==> run_1/final_clocks.png <==
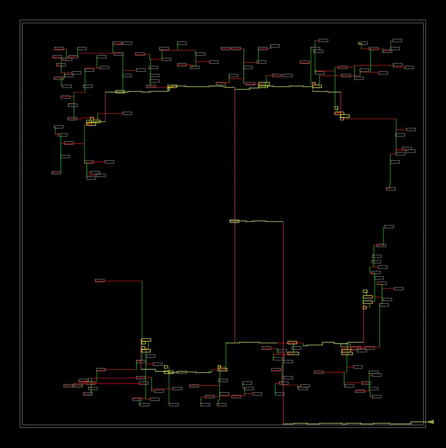
==> run_1/met1.png <==
Bar = 100 um.
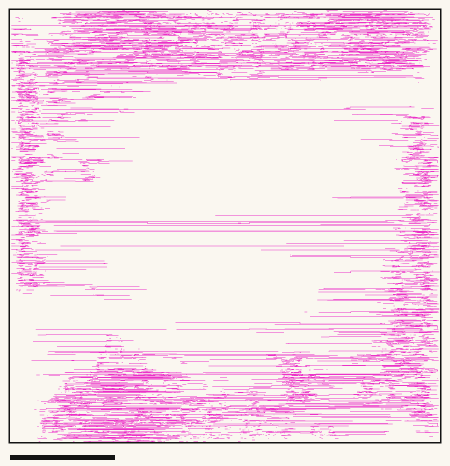
==> run_1/wire_density.png <==
Bar = 100 um. The die is cut into 20 by 21 equal tiles; dark blue is low, red is high, scaled to the fullest tile. Values are wire area over tile area, all layers added.
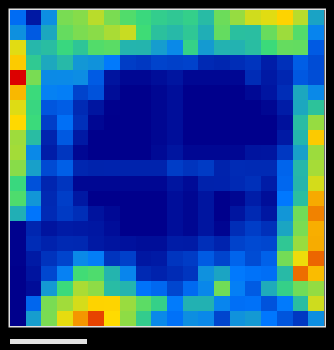
==> run_1/registers.png <==
Bar = 100 um.
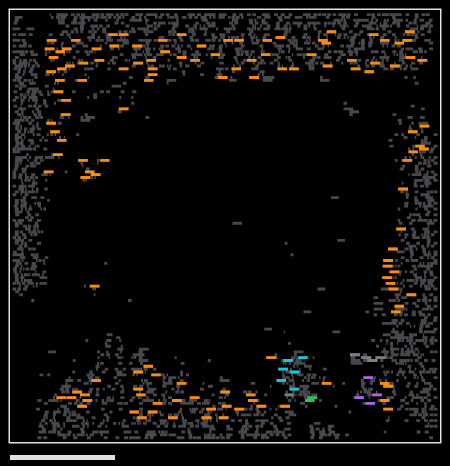
### src/rtl/aes_core_sched.sv
// aes_core_sched: round sequencer and round-robin arbiter sharing one
// single-round AES-128 datapath among N_REQ requesters. Performs the initial
// AddRoundKey, issues rounds 1..ROUNDS with key index and last-round flag,
// and returns the ciphertext (or a timeout error) to the granted requester.
module aes_core_sched #(
    parameter int unsigned N_REQ   = 4,
    parameter int unsigned ROUNDS  = 10,
    parameter int unsigned TIMEOUT = 64
) (
    input  logic                   clk,
    input  logic                   rst1_n,
    input  logic [N_REQ-1:0]       req_valid,
    output logic [N_REQ-1:0]       req_ready,
    input  logic [N_REQ*128-1:0]   req_data,
    output logic [N_REQ-1:0]       rsp_valid,
    input  logic [N_REQ-1:0]       rsp_ready,
    output logic [127:0]           rsp_data,
    output logic                   rsp_err,
    output logic [3:0]             key_idx,
    input  logic [127:0]           key_in,
    output logic                   rnd_start,
    output logic [127:0]           rnd_state,
    output logic                   rnd_last,
    input  logic                   rnd_done,
    input  logic [127:0]           rnd_result,
    output logic                   busy,
    output logic [2:0]             grant_id
);

    localparam logic [1:0] S_IDLE  = 2'd0;
    localparam logic [1:0] S_ISSUE = 2'd1;
    localparam logic [1:0] S_WAIT  = 2'd2;
    localparam logic [1:0] S_RESP  = 2'd3;

    localparam int unsigned   TW       = (TIMEOUT > 1) ? $clog2(TIMEOUT) : 1;
    localparam logic [TW-1:0] TMO_MAX  = TW'(TIMEOUT - 1);
    localparam logic [3:0]    LAST_RND = 4'(ROUNDS);
    localparam logic [2:0]    LAST_REQ = 3'(N_REQ - 1);

    logic [1:0]    fsm_q;
    logic [127:0]  state_q;
    logic [3:0]    round_q;
    logic [TW-1:0] tmo_q;
    logic [2:0]    grant_q;
    logic [2:0]    last_grant_q;
    logic          err_q;

    logic          arb_found;
    logic [2:0]    arb_winner;
    logic [127:0]  arb_data;
    logic          grant_rsp_ready;

    // Round-robin search: first valid requester starting after last_grant, with wrap
    always_comb begin
        arb_found  = 1'b0;
        arb_winner = '0;
        for (int unsigned k = 1; k <= N_REQ; k++) begin
            for (int unsigned r = 0; r < N_REQ; r++) begin
                if (!arb_found && req_valid[r] &&
                    (((32'(last_grant_q) + k) % N_REQ) == r)) begin
                    arb_found  = 1'b1;
                    arb_winner = 3'(r);
                end
            end
        end
    end

    // Per-requester steering: plaintext mux, one-hot accept/response, granted rsp_ready
    always_comb begin
        arb_data        = '0;
        req_ready       = '0;
        rsp_valid       = '0;
        grant_rsp_ready = 1'b0;
        for (int unsigned r = 0; r < N_REQ; r++) begin
            if (3'(r) == arb_winner) begin
                arb_data = req_data[r*128 +: 128];
            end
            if (3'(r) == grant_q) begin
                grant_rsp_ready = rsp_ready[r];
            end
            // gated by reset so no accept is ever signalled while reset is held
            req_ready[r] = rst1_n && (fsm_q == S_IDLE) && arb_found && (3'(r) == arb_winner);
            rsp_valid[r] = (fsm_q == S_RESP) && (3'(r) == grant_q);
        end
    end

    // Sequencer FSM: accept + initial AddRoundKey, issue/wait per round, respond
    always_ff @(posedge clk or negedge rst1_n) begin
        if (!rst1_n) begin
            fsm_q        <= S_IDLE;
            state_q      <= '0;
            round_q      <= '0;
            tmo_q        <= '0;
            grant_q      <= LAST_REQ;
            last_grant_q <= LAST_REQ;
            err_q        <= 1'b0;
        end else begin
            case (fsm_q)
                S_IDLE: begin
                    if (arb_found) begin
                        state_q <= arb_data ^ key_in;
                        round_q <= 4'd1;
                        grant_q <= arb_winner;
                        fsm_q   <= S_ISSUE;
                    end
                end
                S_ISSUE: begin
                    tmo_q <= '0;
                    fsm_q <= S_WAIT;
                end
                S_WAIT: begin
                    if (rnd_done) begin
                        state_q <= rnd_result;
                        if (round_q == LAST_RND) begin
                            fsm_q <= S_RESP;
                        end else begin
                            round_q <= round_q + 4'd1;
                            fsm_q   <= S_ISSUE;
                        end
                    end else if (tmo_q == TMO_MAX) begin
                        err_q <= 1'b1;
                        fsm_q <= S_RESP;
                    end else begin
                        tmo_q <= tmo_q + TW'(1);
                    end
                end
                default: begin
                    if (grant_rsp_ready) begin
                        last_grant_q <= grant_q;
                        err_q        <= 1'b0;
                        fsm_q        <= S_IDLE;
                    end
                end
            endcase
        end
    end

    // Output decode from FSM state and registers
    always_comb begin
        key_idx   = (fsm_q == S_IDLE) ? 4'd0 : round_q;
        rnd_start = (fsm_q == S_ISSUE);
        rnd_last  = ((fsm_q == S_ISSUE) || (fsm_q == S_WAIT)) && (round_q == LAST_RND);
        rnd_state = state_q;
        rsp_data  = ((fsm_q == S_RESP) && !err_q) ? state_q : '0;
        rsp_err   = err_q;
        busy      = (fsm_q != S_IDLE);
        grant_id  = grant_q;
    end

endmodule

### config.mk
export PLATFORM = sky130hd
export DESIGN_NAME = aes_core_sched
export DESIGN_NICKNAME = d
export VERILOG_FILES = /design/src/rtl/aes_core_sched.sv
export SDC_FILE = /design/constraint.sdc
export NUM_CORES = 1
export LEC_CHECK = 0
export ABC_CLOCK_PERIOD_IN_PS = 4400
export CAP_MARGIN = 30
export CORE_AREA = 2 2 407 409
export CTS_CLUSTER_DIAMETER = 40
export DETAILED_ROUTE_END_ITERATION = 12
export DIE_AREA = 0 0 409 411
export PLACE_DENSITY_LB_ADDON = 0.3
export RECOVER_POWER = 100
export SLEW_MARGIN = 20
export SYNTH_ARGS = -nofsm -noshare
export SYNTH_HDL_FRONTEND = slang
export SYNTH_SLANG_ARGS = --single-unit
### constraint.sdc
create_clock -name clk -period 4.4 [get_ports clk]
set_clock_uncertainty 0.15 [all_clocks]
set_input_delay 1.1 -clock clk [delete_from_list [all_inputs] [get_ports clk]]
set_output_delay 1.1 -clock clk [all_outputs]
set_load 0.005 [all_outputs]
==> flow_summary.yaml, run 1 <==
# yosys + openroad results
status:
  status: "complete, but fails checks"
  violations: "capacitance limit, slew limit"
critical_path:
  cp.required_ns: 4.64
  cp_slowest_cell: "o21bai_1"
  crit_type: "input pin to flop"
  critical_path_cell_count: 9
  setup.worst_path.start_class: "input pin"
  cp_top_family: "AND-OR/OR-AND gates"
  timing.reg2reg.setup_slack_ns: 0.44
  cp_num_buf_inv: 3
  setup.worst_path.end_class: "flop"
  critical_path.max_stage_delay_ns: 1.14
  reg2regPathDepth: 10
  timing.critical_path.arrival_ns: 4.53
  worst-path-max-fanout: 12
  cp_cell_sequence: "clkdlybuf4s50_1 -> buf_4 -> a21boi_0 -> o21bai_1 -> buf_12 -> nand4_1 -> a211o_1 -> xor2_1 -> o21ai_0"
sta:
  transition_at_the_pin_with_the_smallest_max_transition_slack_ns: 2.35
  final_critical_path_setup_slack_ns: 0.106
  final-hold-violation-count: 0
  setup_tns_ns: 0
  min_period_over_period_pct: 97.6
  total_setup_violations_reported_at_the_end_of_the_flow: 0
  post-route-min-period_ns: 4.29
  slew_viol_final: 114
  fin_worst_hold_slack_ns: 0.380
  fmax_ghz: 0.233
  grt_setup_unrepaired: "false"
die:
  chip_area_sq_mm: 0.168
  chipHeight_um: 411
  design.core.area_sq_mm: 0.164
  chipWidth_um: 409
  rows: 149
  top_level_ports: 1054
job:
  warning_count: 31
  drv_cap: 3
grt:
  grt.overflow.total: 0
  grt.met2_usage_pct: 24.0
  global_route.usage.met3_pct: 3.02
  grt_max_degree: 77
  antenna_found_initial: 36
  grt_pass1_wl_um: 164000
  globalRoute.busiestLayer: "met2"
clock_network:
  htreeDepth: 4
  clock_tree.buffer_depth: 2
  cts_hold_buffers: 0
  post_cts.resized_instances: 0
  cts_tree: "done"
  cts_root_buf: "clkbuf_16"
synth:
  synth_flop_count: 145
  ys.warnings.count: 0
  synth.most_common_cell: "nor2_1"
  common_cells: "nor2_1, a21oi_1, a31oi_1, dfrtp_1, and2_1"
  synthDominantAreaCellType: "dfrtp_1"
  synthesized_netlist_cell_count: 1736
  syn_area_per_cell_sq_um: 7.28
  cell_area_after_synthesis_sq_mm: 0.0126
  synthesis.nets: 2523
  async_flop_share_pct: 100
  synth.yosys.num_cells: 1736
  synthTopCellsByArea: "dfrtp_1, a21oi_1, xnor2_1"
  ys.flop_type: "dfrtp_1"
  distinct_cell_type_count_after_synthesis: 58
  seq_area_frac_synth_pct: 28.8
route:
  vias_per_cell: 3.68
  drt_iter0_markers: 1368
  route.detailed.drc: 0
  route.antenna.remaining_nets: 0
hold_path:
  hold_depth: 2
  min_path_type: "flop to flop"
finish:
  syn2layout_area_growth_pct: 113
  nets: 3528
  filler_cell_count: 18600
  fraction_of_layout_cells_with_a_size_suffix_above_1_pct: 7.04
placed_design:
  buffers_on_ports: 1052
  gp_congestion: 0.925
  detailedPlace.worstSlack_ns: 0.0196
pwr:
  cellLeakagePower_nw: 9.64
  vdd_drop_max_v: 0.000456
  power.density_mw_per_mm2: 595
  report.power.total_mw: 16.0
Back to the opening pictures, final_clocks.png:
clock network latency to the later pin of the worst-skew pair: 0.51 ns
number of buffers added by the clock tree synthesis step: 17
number of clock sinks seen by CTS: 145
Seq cells: 145

Back to the opening pictures, met1.png:
3151 nets have wire on it. The wires run mostly horizontal.
wire length after detailed routing: 127000 um
met1 Usage GRT: 18.1%
count of vias placed by the detailed router: 18200

Back to the opening pictures, wire_density.png:
18% of the tiles are over half the peak. 21% of the tiles are nearly empty. The mean over all tiles is 0.12.
Routed wire per std cell: 25.6 um
GRT Total Usage: 14.3%

Back to the opening pictures, registers.png:
Key: cyan = `tmo_q` [flops 6]; green = `fsm_q` [flops 2]; orange = `rnd_state` [flops 128, where widely spread]; purple = `round_q` [flops 4, where south-east]
Another 5 sequential cells are not colored.
sequential power: 3.11 mW
FF/Latch Area: 0.00363 sq mm
flop share of the area: 13.5%
Core Util, Final: 16.4%

## run 1: cells by family after synthesis
group	Yosys count	synth area share, %
xor+xnor	130	9.01
buf+inv	195	7.03
fa+ha+maj	8	0.793
other cells	1	0.0297
simple gates	563	21.9
compound gates	689	31.9
flops	145	28.8
mux	5	0.525
## run 1: power breakdown
part           total (mW)  internal [mW]  switching, mW  leakage [nW]
logic                11.2           4.85           6.32          7.65
registers            3.11           2.05           1.06          1.69
clock network        1.74          0.910          0.835         0.296
total                16.0           7.81           8.21          9.64
## run 1: placed cells by master, fill, tap and decap left out, types with 3 or more instances in the layout
cell type / instances
a211o_1: 7
a21oi_1: 221
a21oi_2: 20
a31oi_1: 146
and2_0: 32
and2_1: 97
and3_1: 27
buf_12: 21
buf_4: 82
bufinv_16: 3
clkbuf_1: 5
clkbuf_16: 17
clkbuf_2: 7
clkdlybuf4s50_1: 822
clkinvlp_4: 3
dfrtp_1: 141
diode_2: 15
dlygate4sd3_1: 227
ha_1: 7
inv_1: 11
inv_6: 6
mux2_2: 3
nand2_1: 20
nand3_1: 94
nand4_1: 24
nor2_1: 232
nor2b_1: 11
nor3_1: 10
o21ai_0: 136
o21ai_1: 15
o22ai_1: 107
o32ai_1: 16
xnor2_1: 123
xor2_1: 7
## run 1: state kept, by name (all words and copies together), names as in the netlist
register	count
fsm_q	2
last_grant_q	2
grant_id	2
rnd_state	128
rsp_err	1
round_q	4
tmo_q	6
## run 1: final timing paths
path / startpoint / end
setup reg to reg: fsm_q[0] / rnd_state[67]
setup / recovery: req_valid[0] / rnd_state[123]
hold reg to reg: rnd_state[91] / rnd_state[91]
min in group asynchronous: rst1_n / rnd_state[55]
max in group asynchronous: rst1_n / rnd_state[15]
hold / removal: rnd_state[91] / rnd_state[91]
## run 1: per-layer routing
metal,wire [um],up-vias,share of wire [%]
met2,61400,864,48
li1,-,8294,-
met3,7760,119,6.1
met1,54000,8936,43
met5,57,-,0.045
met4,3520,10,2.8
## run 1: worst min-delay path, delay by kind of cell (launching register included)
kind / cells / cell delay (ns)
compound gates: 2 / 0.12
flops: 1 / 0.37
## run 1: stage by stage
| step | util [%] | cells | cell area (sq um) |
|---|---|---|---|
| 6_report | 16.4 | 4958 | 26900 |
| 5_1_grt | 16.4 | 4951 | 26900 |
| 4_1_cts | 16.4 | 4943 | 26900 |
| 3_5_place_dp | 16.1 | 4911 | 26300 |
| 3_3_place_gp | 16.1 | 4911 | 26300 |
| 2_1_floorplan | - | 1736 | 12600 |
## run 1: cell type report
class                   instances  area, sq um  area share (%)
well taps                    2189         2740            10.2
clock buffers                  17          425            1.58
multi-input cells            1396         8200            30.5
clock inverters                15          193           0.716
inverters                      12         45.0           0.167
diodes                         15         37.5           0.139
repair buffers               1169        11600            43.3
flip-flops and latches        145         3630            13.5
==> run 2: changes to the inputs <==
PLACE_DENSITY = 0.3   (was not set)
PLACE_DENSITY_LB_ADDON = not set   (was 0.3)
==> run_2/pins.png <==
Bar = 100 um. Pins as bars across the die edge, other pins in gray.
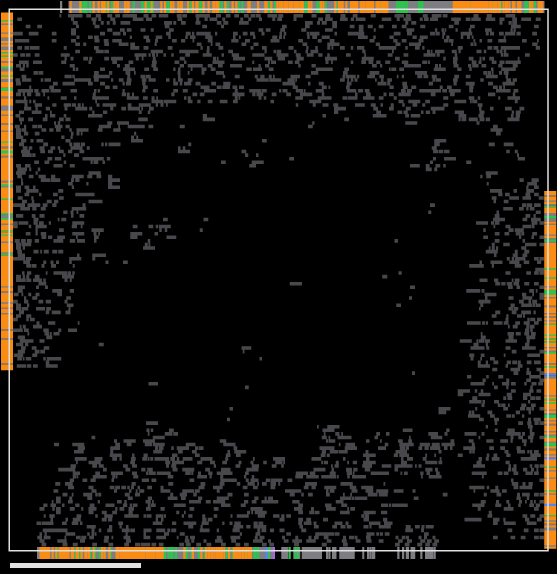
Key: purple = `rst1_n` [pins 1, direction input, edge south]; blue = `req_valid` [pins 4, direction input, edge 3 east, 1 south]; green = `rnd_result` [pins 128, direction input, edge 58 north, 29 south, 24 east, 17 west]; orange = `req_data` [pins 512, direction input, edge 147 west, 140 north, 133 east, 92 south]
Buffers on Ports: 1052
vertical die dimension: 411 um
Die Wd: 409 um

==> run_2/met1.png <==
Bar = 100 um.
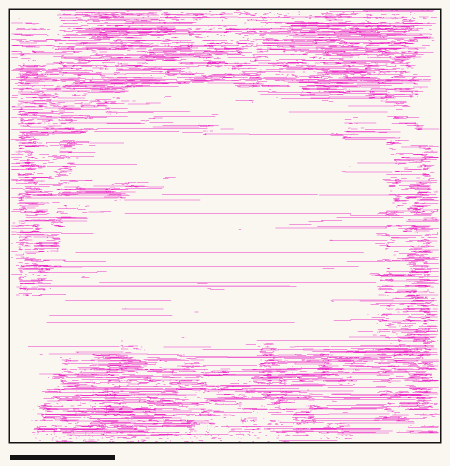
The wires run mostly horizontal. 3156 nets have wire on it.
met1 Usage GRT: 18.1%
count of vias placed by the detailed router: 18100
wire length after detailed routing: 134000 um

==> run_2/registers.png <==
Bar = 100 um.
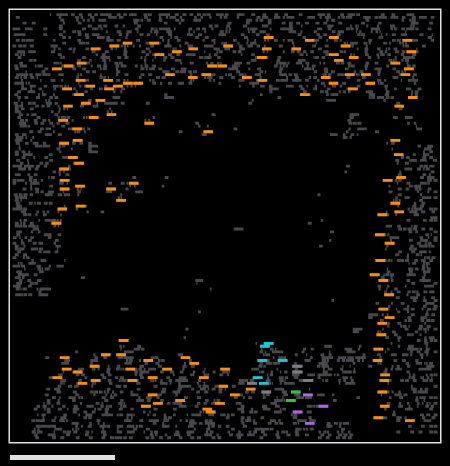
Key: cyan = `tmo_q` [flops 6, where south]; purple = `round_q` [flops 4]; orange = `rnd_state` [flops 128, where widely spread]; green = `fsm_q` [flops 2]
sequential power: 3.10 mW
Core Util, Final: 16.3%
flop share of the area: 13.6%

==> flow_summary.yaml, run 2 <==
# yosys + openroad results
hold_path:
  min_path_type: "input pin to async pin"
synth:
  syn_area_per_cell_sq_um: 7.28
  synth.yosys.num_cells: 1736
  cell_area_after_synthesis_sq_mm: 0.0126
  synth_flop_count: 145
  distinct_cell_type_count_after_synthesis: 58
  synthTopCellsByArea: "dfrtp_1, a21oi_1, xnor2_1"
  yosysChipArea_sq_mm: 0.0126
  async_flop_share_pct: 100
  yosys.area.top_type_share_pct: 27.9
  ys.flop_type: "dfrtp_1"
  ys.warnings.count: 0
  seq_area_frac_synth_pct: 28.8
  synthesis.nets: 2523
  synthDominantAreaCellType: "dfrtp_1"
  synthesized_netlist_cell_count: 1736
  number_of_synthesized_flops_with_an_enable_pin: 0
  synth.most_common_cell: "nor2_1"
  common_cells: "nor2_1, a21oi_1, a31oi_1, dfrtp_1, and2_1"
finish:
  ff_latch_area_sq_mm: 0.00363
  layoutNonFillerInstCount: 4942
  layout.area.comb_sq_mm: 0.00822
  final_std_cell_area_no_fill_sq_mm: 0.0268
  nets: 3518
  largest_reg_flops: 128
  lay_top_count: "clkdlybuf4s50_1"
  syn2layout_area_growth_pct: 112
  fraction_of_layout_cells_with_a_size_suffix_above_1_pct: 6.20
  most_frequent_cells_in_the_layout: "clkdlybuf4s50_1, dlygate4sd3_1, nor2_1, a21oi_1, a31oi_1"
  filler_cell_count: 18600
critical_path:
  timing.rr.start: "last_grant_q[1]"
  worst-path-max-fanout: 52
  timing.reg2reg.setup_slack_ns: 0.47
  reg2regPathDepth: 9
  cp.required_ns: 4.63
  timing.critical_path.arrival_ns: 4.55
  setup.worst_path.start_class: "input pin"
  setup.worst_path.end_class: "flop"
  regToRegEndpoint: "rnd_state[8]"
  crit_type: "input pin to flop"
sta:
  slew_viol_final: 112
  relSlewSlack_pct: -95.2
  setup_tns_ns: 0
  grt_setup_unrepaired: "false"
  post-route-min-period_ns: 4.32
  fmax_ghz: 0.232
  total_setup_violations_reported_at_the_end_of_the_flow: 0
  final-hold-violation-count: 0
  fin_worst_hold_slack_ns: 0.271
  transition_at_the_pin_with_the_smallest_max_transition_slack_ns: 2.93
  min_period_over_period_pct: 98.1
status:
  violations: "capacitance limit, slew limit"
  status: "complete, but fails checks"
grt:
  globalRouteTotalUtil_pct: 15.2
  via_count_of_the_first_global_routing_pass: 18600
  grt_pass1_wl_um: 174000
  grt.overflow.total: 0
  antenna_found_initial: 30
  grt_max_degree: 98
placed_design:
  place.detailed.instances: 4900
  dpl.hpwl_um: 108000
  gp_congestion: 0.862
  placed_area_sq_mm: 0.0263
clock_network:
  clock_tree.buffer_depth: 2
  clock_pin_slew_worst_setup_and_hold_paths_ns: 0.09
  cts_tree: "done"
  htreeDepth: 4
  numClockSinks: 145
  cts_root_buf: "clkbuf_16"
  post-cts-setup-buffer-count: 0
  clk_latency_ns: 0.51
  cts_inserted_buffers: 17
route:
  drt_iter0_markers: 1057
  vias_per_cell: 3.66
  first_pass_iters: 5
  avgRoutedWirePerCell_um: 27.1
  route.detailed.drc: 0
  route.antenna.remaining_nets: 0
die:
  initCoreUtil_pct: 7.71
  top_level_ports: 1054
  chip_area_sq_mm: 0.168
  rows: 149
  design.core.area_sq_mm: 0.164
job:
  drv_cap: 3
  warning_count: 31
pwr:
  vdd_drop_max_v: 0.000306
  cellLeakagePower_nw: 9.57
  power.density_mw_per_mm2: 587
==> run 2: worst max-delay path by stage <==
stage / startpoint / end / slack, ns / cells after the start
6_report: req_valid[0] / rnd_state[8] / 0.08 / 11
5_1_grt: fsm_q[1] / rsp_data[26] / 0.01 / 6
4_1_cts: fsm_q[1] / rsp_data[12] / 0.04 / 6
3_5_place_dp: req_valid[3] / req_ready[0] / -0.12 / 6
3_3_place_gp: req_valid[3] / req_ready[0] / -0.12 / 6
2_1_floorplan: req_valid[2] / req_ready[1] / 0.95 / 7
==> run 2: area by class of cell <==
cell class	count	area share, %
Antenna cell	9	0.0842
Inverter	12	0.168
Timing Repair Buffer	1159	43.0
Clock inverter	15	0.608
Sequential cell	145	13.6
Clock buffer	17	1.59
Multi-Input combinational cell	1396	30.7
Tap cell	2189	10.2
==> run 2: metrics by stage <==
| step | power (mW) | worst slack, ns |
|---|---|---|
| after floorplan | 7.72 | 0.946 |
| after global placement | 15.0 | -0.121 |
| after detailed placement | 14.9 | -0.116 |
| after CTS | 16.7 | 0.0432 |
| after global routing | 16.9 | 0.0138 |
| final | 15.7 | 0.0846 |
==> run 2: critical path: stages <==
cell	delay, ns
clkdlybuf4s50_1	0.45
buf_4	0.20
nand3b_1	0.20
o311ai_4	0.10
clkbuf_4	0.89
clkbuf_2	0.59
a31oi_1	0.15
a31oi_1	0.19
xnor2_1	0.15
clkbuf_1	0.31
o22ai_1	0.14
==> run 2: what timing repair did <==
action	CTS	global route
endpoints found under the setup margin	3	1
gates resized	5	1
hold buffers	0	0
gates cloned	0	0
==> run 2: cell families (layout without fill, tap and decap cells) <==
family / after synthesis / count (layout) / synth area share, %
fa+ha+maj: 8 / 8 / 0.793
buf+inv: 195 / 1203 / 7.03
other cells: 1 / 10 / 0.0297
simple gates: 563 / 563 / 21.9
mux: 5 / 5 / 0.525
xor+xnor: 130 / 130 / 9.01
compound gates: 689 / 689 / 31.9
flops: 145 / 145 / 28.8
==> run 2: layer usage <==
metal / GRT usage, % / vias to the layer above / routed length, um
li1: - / 8265 / -
met1: 18.1 / 9043 / 54500
met2: 27.7 / 686 / 69600
met3: 3.35 / 84 / 7740
met4: 3.03 / 12 / 1900
met5: 0 / - / 83
==> run 2: power by group <==
part / internal (mW) / switching (mW) / leakage (nW)
sequential: 2.05 / 1.05 / 1.69
clock: 0.762 / 0.880 / 0.286
combinational: 4.72 / 6.23 / 7.59
Power and IR drop assume default switching activity.
